File: config.mk
export PLATFORM = sky130hd
export DESIGN_NAME = uart_tx_arbiter
export DESIGN_NICKNAME = d
export VERILOG_FILES = /design/src/rtl/uart_tx_arbiter_pkg.sv /design/src/rtl/uart_tx_rr_picker.sv /design/src/rtl/uart_tx_arbiter.sv
export SDC_FILE = /design/constraint.sdc
export NUM_CORES = 1
export LEC_CHECK = 0
export ABC_AREA = 1
export CORE_ASPECT_RATIO = 1.5
export CORE_MARGIN = 3
export CORE_UTILIZATION = 45
export CTS_CLUSTER_SIZE = 14
export DETAILED_ROUTE_END_ITERATION = 6
export PLACE_DENSITY = 0.89
export RECOVER_POWER = 50
export SLEW_MARGIN = 20
export SYNTH_ARGS = -nofsm -noshare
export SYNTH_HDL_FRONTEND = slang
export SYNTH_SLANG_ARGS = --single-unit
File: constraint.sdc
create_clock -name clock -period 3 [get_ports clock]
set_input_delay 0.6 -clock clock [delete_from_list [all_inputs] [get_ports clock]]
set_output_delay 0.6 -clock clock [all_outputs]
set_load 0.05 [all_outputs]
File: src/rtl/uart_tx_arbiter_pkg.sv
// Shared types, constants and the round-robin search helper for uart_tx_arbiter.
// The optional source-tag header is enabled with UART_TX_ARB_SOURCE_TAG_EN.
package uart_tx_arbiter_pkg;

  typedef enum logic [1:0] {
    IDLE = 2'd0,
    TAG  = 2'd1,
    SEND = 2'd2
  } arb_state_t;

  localparam logic [3:0] TAG_NIBBLE = 4'hA;

  typedef struct packed {
    arb_state_t state;
    logic [3:0] rr_ptr;
    logic [7:0] burst_cnt;
  } arb_dbg_t;

  // Returns {found, index}: the first set bit of valid at or above ptr, wrapping at n.
  function automatic logic [4:0] rr_pick(input logic [15:0] valid, input logic [3:0] ptr,
                                         input int n);
    logic [4:0] res;
    int         j;
    res = '0;
    for (int k = 0; k < 16; k++) begin
      j = (int'(ptr) + k) % n;
      if (k < n && !res[4] && valid[j[3:0]]) res = {1'b1, j[3:0]};
    end
    return res;
  endfunction

endpackage

File: src/rtl/uart_tx_rr_picker.sv
// Combinational round-robin selector: first valid requester at or above rr_ptr, with wrap.
// Part of uart_tx_arbiter (optional tag feature: UART_TX_ARB_SOURCE_TAG_EN, not used here).
module uart_tx_rr_picker
  import uart_tx_arbiter_pkg::*;
#(
  parameter int NUM_REQUESTERS = 4,
  parameter int GW             = $clog2(NUM_REQUESTERS)
) (
  input  logic [NUM_REQUESTERS-1:0] req_valid,
  input  logic [GW-1:0]             rr_ptr,
  output logic                      found,
  output logic [GW-1:0]             pick_id
);

  logic [4:0] pick;

  always_comb begin
    pick    = rr_pick(16'(req_valid), 4'(rr_ptr), NUM_REQUESTERS);
    found   = pick[4];
    pick_id = GW'(pick[3:0]);
  end

endmodule

File: src/rtl/uart_tx_arbiter.sv
// Round-robin arbiter sharing one UART transmitter write port among byte-stream clients.
// Define UART_TX_ARB_SOURCE_TAG_EN to prefix every grant with a {4'hA, id} header byte.
module uart_tx_arbiter
  import uart_tx_arbiter_pkg::*;
#(
  parameter int NUM_REQUESTERS = 4,
  parameter int MAX_BURST      = 16
) (
  input  logic                              clock,
  input  logic                              reset,
  input  logic [NUM_REQUESTERS-1:0]         req_valid,
  input  logic [7:0]                        req_data [NUM_REQUESTERS],
  input  logic [NUM_REQUESTERS-1:0]         req_last,
  output logic [NUM_REQUESTERS-1:0]         req_ready,
  output logic [7:0]                        tx_data,
  output logic                              tx_write_enable,
  input  logic                              tx_buffer_full,
  output logic [$clog2(NUM_REQUESTERS)-1:0] grant_id,
  output logic                              busy,
  output arb_dbg_t                          dbg
);

  localparam int GW = $clog2(NUM_REQUESTERS);

  arb_state_t    state_q, state_d;
  logic [GW-1:0] rr_ptr_q, rr_ptr_d;
  logic [GW-1:0] grant_q, grant_d;
  logic [7:0]    cnt_q, cnt_d;
  logic [7:0]    tx_data_q, tx_data_d;
  logic          tx_we_q, tx_we_d;
  logic          busy_q, busy_d;

  logic          pick_found;
  logic [GW-1:0] pick_id;
  logic          hs;
  logic [GW-1:0] next_ptr;

  uart_tx_rr_picker #(
    .NUM_REQUESTERS(NUM_REQUESTERS),
    .GW            (GW)
  ) u_picker (
    .req_valid(req_valid),
    .rr_ptr   (rr_ptr_q),
    .found    (pick_found),
    .pick_id  (pick_id)
  );

  // A byte moves on cycles where req_valid[i] && req_ready[i]; only the granted
  // client ever sees ready, and ready follows buffer_full combinationally.
  always_comb begin
    req_ready = '0;
    if (state_q == SEND && !tx_buffer_full) req_ready[grant_q] = 1'b1;
    hs       = (state_q == SEND) && !tx_buffer_full && req_valid[grant_q];
    next_ptr = (grant_q == GW'(NUM_REQUESTERS - 1)) ? '0 : grant_q + 1'b1;
  end

  always_comb begin
    state_d   = state_q;
    rr_ptr_d  = rr_ptr_q;
    grant_d   = grant_q;
    cnt_d     = cnt_q;
    tx_data_d = tx_data_q;
    tx_we_d   = 1'b0;
    busy_d    = busy_q;
    case (state_q)
      IDLE: begin
        if (pick_found) begin
          grant_d = pick_id;
          busy_d  = 1'b1;
          cnt_d   = '0;
`ifdef UART_TX_ARB_SOURCE_TAG_EN
          state_d = TAG;
`else
          state_d = SEND;
`endif
        end
      end
`ifdef UART_TX_ARB_SOURCE_TAG_EN
      TAG: begin
        if (!tx_buffer_full) begin
          tx_data_d = {TAG_NIBBLE, 4'(grant_q)};
          tx_we_d   = 1'b1;
          state_d   = SEND;
        end
      end
`endif
      SEND: begin
        if (hs) begin
          tx_data_d = req_data[grant_q];
          tx_we_d   = 1'b1;
          cnt_d     = cnt_q + 8'd1;
          // last and burst limit on the same byte still rotate only once
          if (req_last[grant_q] || (cnt_q + 8'd1 == 8'(MAX_BURST))) begin
            rr_ptr_d = next_ptr;
            busy_d   = 1'b0;
            state_d  = IDLE;
          end
        end
      end
      default: begin
        state_d = IDLE;
        busy_d  = 1'b0;
      end
    endcase
  end

  always_ff @(posedge clock) begin
    if (reset) begin
      state_q   <= IDLE;
      rr_ptr_q  <= '0;
      grant_q   <= '0;
      cnt_q     <= '0;
      tx_data_q <= '0;
      tx_we_q   <= 1'b0;
      busy_q    <= 1'b0;
    end else begin
      state_q   <= state_d;
      rr_ptr_q  <= rr_ptr_d;
      grant_q   <= grant_d;
      cnt_q     <= cnt_d;
      tx_data_q <= tx_data_d;
      tx_we_q   <= tx_we_d;
      busy_q    <= busy_d;
    end
  end

  assign tx_data         = tx_data_q;
  assign tx_write_enable = tx_we_q;
  assign grant_id        = grant_q;
  assign busy            = busy_q;
  assign dbg             = '{state: state_q, rr_ptr: 4'(rr_ptr_q), burst_cnt: cnt_q};

endmodule

==> flow_summary.json, run 1 <==
{
  "final_cell_area_mm2": 0.002316,
  "grt_antenna_before_repair": 0,
  "outcome": "complete, no violations",
  "r2r_cells": 8,
  "die_w_um": 54.94,
  "path_delay_family": "buffers and inverters",
  "slew_viol_final": 0,
  "grt_remaining_overflow": 0,
  "n_antenna_cell": 0,
  "grt_pass1_vias": 1890,
  "clock_sinks": 22,
  "cts_buffers": 3,
  "p_int_uw": 633.6,
  "die-area_mm2": 0.004362,
  "syn2layout_area_growth_pct": 43.27,
  "cts.repair.resized": 0,
  "worstSetupStartpointType": "flop",
  "edf_count": 0,
  "drive_gt1_share_pct": 5.247,
  "ys_types": 29,
  "largestPowerGroup": "combinational cells",
  "postCtsSetupRepairBufs": 0,
  "top_cell_area_share_pct": 27.24,
  "clockBufferDepth": 2,
  "critPathMaxFanout": 24,
  "p_clk_uw": 275,
  "placed_cells": 362,
  "hold_slack_ns": 0.5143,
  "reg2reg_from": "grant_id[0]",
  "layout_setup_ws_ns": 0.4926,
  "clkPwrFrac_pct": 27.4,
  "grt_pass1_wl_um": 7886,
  "insertion_delay_ns": 0.26,
  "ant_nets": 0,
  "drc": 0,
  "clock_skew_ns": 0.007125,
  "ys_cells": 264,
  "instances_no_fill": 366,
  "min_path_type": "reg2reg",
  "ys_ff": 22,
  "critPathCaptureType": "output pin",
  "pre_cts_ws_ns": 0.7413,
  "seqPwrFrac_pct": 34.0,
  "timing.reg2reg.setup_slack_ns": 0.54,
  "hpwl_um": 3402,
  "yosys_warnings": 0,
  "min_path_cells": 2,
  "most-common-layout-cells": "52 x nand2_1, 51 x nor2_1, 45 x clkdlybuf4s50_1",
  "hp-start": "cnt_q[7]",
  "syn_avg_cell_area_um2": 6.123,
  "core_mm2": 0.003416,
  "critical_path.max_stage_delay_ns": 0.61,
  "crit_chain": "inv_1 > ha_1 > inv_1 > nor2_1 > buf_4",
  "via_count": 1950,
  "final_core_util_pct": 67.80,
  "p_per_area_mw_per_mm2": 432.3,
  "pg_comb_uw": 386,
  "ys_area_mm2": 0.001617,
  "openroad.warnings": 29,
  "required_ns": 2.40,
  "synth_area_leader_cell": "dfxtp_1",
  "portBuffers": 69,
  "path_buffers": 3,
  "first_iter_violations": 49,
  "sw_frac_of_total_pct": 36.72
}
[run 1: per-layer routing]
layer	share of wire [%]	global-route usage [%]	vias up	routed length, µm
met5	0	0	-	0
met4	2.4	9.732	0	112
li1	-	-	971	-
met3	5.2	3.178	11	240
met1	37	25.23	899	1698
met2	56	43.84	69	2573
[run 1: worst register-to-register path, delay by kind of cell, from the launching register on]
family | cells | cell delay, ns
flip-flops | 1 | 0.61
AND/OR/NAND/NOR | 1 | 0.14
buffers and inverters | 3 | 1.05
AND-OR/OR-AND | 4 | 0.55
[run 1: cell families (layout without fill, tap and decap cells)]
logic type | after synthesis | in the layout | share of synthesized area, %
xor+xnor | 2 | 2 | 1.084
buf+inv | 44 | 102 | 13.39
compound gates | 63 | 63 | 21.21
simple gates | 127 | 127 | 32.97
other cells | 1 | 3 | 0.2320
fa+ha+maj | 5 | 5 | 3.870
flops | 22 | 22 | 27.24
[run 1: final cells by class]
cell class,instances,area [µm²]
clock buffers,3,41.29
inverters,27,101.3
fillers,307,1100
clock inverters,1,30.03
repair buffers,71,693.2
well taps,42,52.55
flip-flops and latches,22,440.4
multi-input cells,200,957.2
[run 1: flip-flops by register name, indices dropped and copies added, names as in the netlist]
signal and count:
rr_ptr_q 2, busy 1, tx_write_enable 1, grant_id 2
tx_data 8, cnt_q 8
[run 1: how the worst max path moves through the flow]
| stage | startpoint | endpoint | slack [ns] | cells past startpoint |
|---|---|---|---|---|
| floorplan | grant_id[0] | req_ready[2] | 0.42 | 6 |
| global placement | grant_id[0] | req_ready[0] | 0.78 | 5 |
| detailed placement | req_valid[3] | grant_id[0] | 0.74 | 11 |
| CTS | grant_id[0] | req_ready[2] | 0.48 | 5 |
| global route | grant_id[0] | cnt_q[1] | 0.28 | 9 |
| finish | grant_id[0] | req_ready[2] | 0.49 | 5 |
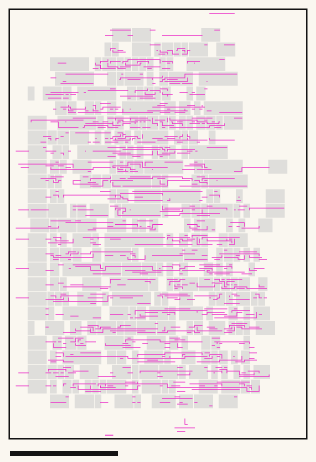
(run_1/layer_met1.png)
The bar under the picture is 20 µm long.
longest straight run	15.2 µm
share of all routed wire	37%
wire length on this layer	1700 µm
main direction	horizontal

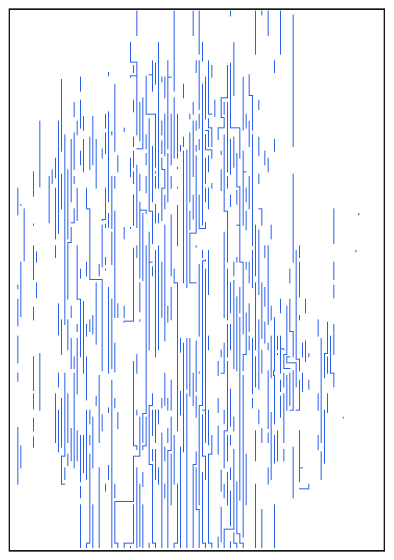
(run_1/layer_met2.png)
nets with wire on the layer	304
wire length on this layer	2570 µm

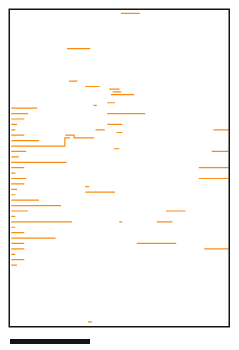
(run_1/layer_met3.png)
The bar under the picture is 20 µm long.
wire length on this layer	241 µm
longest straight run	14.9 µm
main direction	horizontal
share of all routed wire	5.2%
nets with wire on the layer	50

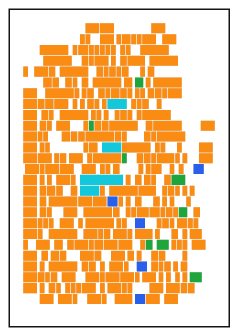
(run_1/sizes.png)
color	size	cells	share
cyan	_6 and larger	4	1.2%
blue	_3 and _4 cells	5	1.5%
orange	_0 and _1 cells	307	95%
green	_2 cells	8	2.5%

## Run 2: what changed since run 1
Settings changed: CORE_UTILIZATION 45 to 42, PLACE_DENSITY 0.89 to 0.84.
Clock period 3 ns to 2.61 ns, I/O delays scaled along.
==> flow_summary.json, run 2 <==
{
  "fin_setup_tns_ns": 0,
  "top_cell_area_share_pct": 27.24,
  "met3_usage_pct": 2.987,
  "wl_met2_um": 2503,
  "drt_first_pass_iters": 4,
  "path_buffers": 3,
  "die_w_um": 56.66,
  "critPathMaxFanout": 24,
  "cts_buffers": 3,
  "cts.repair.resized": 0,
  "layout.nets": 374,
  "yosys_warnings": 0,
  "layout_setup_ws_ns": 0.2546,
  "synth_area_leader_cell": "dfxtp_1",
  "clk_pin_slew_ns": 0.08,
  "core_mm2": 0.003682,
  "grt_antenna_before_repair": 0,
  "clock_sinks": 22,
  "critPathCaptureType": "output pin",
  "syn2layout_area_growth_pct": 44.50,
  "slew_viol_final": 0,
  "n_antenna_cell": 0,
  "p_per_area_mw_per_mm2": 464.4,
  "first_iter_violations": 83,
  "wl_met1_um": 1615,
  "drc": 0,
  "critical_path.max_stage_delay_ns": 0.57,
  "grt_remaining_overflow": 0,
  "cp.depth": 5,
  "ant_nets": 0,
  "insertion_delay_ns": 0.27,
  "min_path_type": "reg2reg",
  "worstSetupStartpointType": "flop",
  "pre_cts_ws_ns": 0.4616,
  "postSynth.asyncResetShare_pct": 0,
  "common_cells": "51 x nand2_1, 50 x nor2_1, 31 x o21ai_0",
  "clock_skew_ns": 0.004410,
  "final-seq-area_um2": 440.4,
  "fillers": 327,
  "ys_types": 29,
  "clockBufferDepth": 2,
  "reg2reg_from": "grant_id[0]",
  "worstSetupStartpoint": "grant_id[0]",
  "top_layer_used": "met4",
  "via_count": 1869,
  "critPathCapture": "req_ready[0]",
  "met2_usage_pct": 39.58,
  "most-common-layout-cells": "52 x nand2_1, 51 x nor2_1, 44 x clkdlybuf4s50_1",
  "yosysMostFrequentCell": "nand2_1",
  "grt_pass1_vias": 1811,
  "timing.critical_path.mode_cell": "inv_1",
  "required_ns": 2.09,
  "crit_chain": "inv_1 > ha_1 > inv_1 > nor2_1 > buf_4",
  "r2r_cells": 8,
  "die-area_mm2": 0.004645,
  "postCtsSetupRepairBufs": 0,
  "ys_ff": 22,
  "grt_most_used_layer": "met2",
  "track_usage_pct": 20.03,
  "drive_gt1_share_pct": 5.538,
  "portBuffers": 69,
  "hpwl_um": 3470,
  "timing.reg2reg.setup_slack_ns": 0.44,
  "openroad.warnings": 29,
  "path_delay_family": "buffers and inverters",
  "outcome": "complete, no violations",
  "grt_pass1_wl_um": 7548,
  "met1_usage_pct": 20.19,
  "met3_length_um": 228,
  "ys_area_mm2": 0.001617
}
-- run 2: cell type report --
class,instances,share of cell area [%]
tap,43,2.303
multi-input combinational,200,40.97
sequential,22,18.85
clock buffer,4,2.357
timing repair buffer,72,31.17
inverter,27,4.339
-- run 2: tightest hold or removal path, delay by kind of cell (launching register included) --
kind	cells	cell delay, ns
flip-flops	1	0.35
AND/OR/NAND/NOR	1	0.07
AND-OR/OR-AND	1	0.05
-- run 2: power by group --
group	switching, mW	total, mW	internal, mW
combinational	0.278	0.448	0.170
clock	0.115	0.250	0.135
sequential	0.0294	0.386	0.357
-- run 2: worst min-delay path by stage --
stage | from | to | slack [ns] | cells past startpoint
after detailed placement | busy | busy | 0.51 | 2
after floorplan | busy | busy | 0.71 | 2
after CTS | busy | busy | 0.52 | 2
final | busy | busy | 0.51 | 2
after global routing | busy | busy | 0.56 | 2
after global placement | cnt_q[7] | cnt_q[7] | 0.51 | 2
-- run 2: kinds of logic after synthesis --
family	Yosys count	share of synthesized area, %
other	1	0.2320
AND-OR/OR-AND	63	21.21
flip-flops	22	27.24
adder cells (fa/ha/maj)	5	3.870
XOR/XNOR	2	1.084
buffers and inverters	44	13.39
AND/OR/NAND/NOR	127	32.97
-- run 2: through the flow --
step / util, % / hold slack, ns / area [µm²] / power [mW] / std cells
after floorplan: - / 0.7124 / 1624 / 0.7102 / 266
after global placement: 62.22 / 0.5069 / 2291 / 0.8485 / 364
after detailed placement: 62.22 / 0.5104 / 2291 / 0.8542 / 364
after CTS: 63.71 / 0.5229 / 2346 / 1.097 / 368
after global routing: 63.44 / 0.5609 / 2336 / 1.147 / 368
final: 63.44 / 0.5142 / 2336 / 1.085 / 368
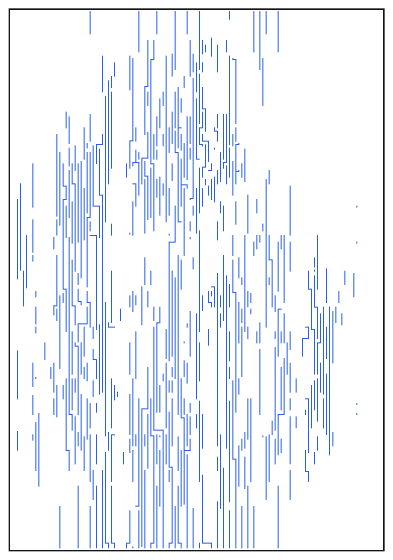
(run_2/layer_met2.png)
wire length on this layer	2500 µm
longest straight run	29.9 µm

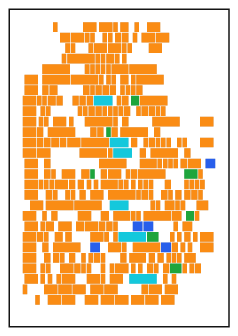
(run_2/sizes.png)
color	size	cells	share
orange	_0 and _1 cells	307	94%
blue	_3 and _4 cells	5	1.5%
cyan	_6 and larger	6	1.8%
green	_2 cells	7	2.2%

Power and IR drop assume default switching activity.
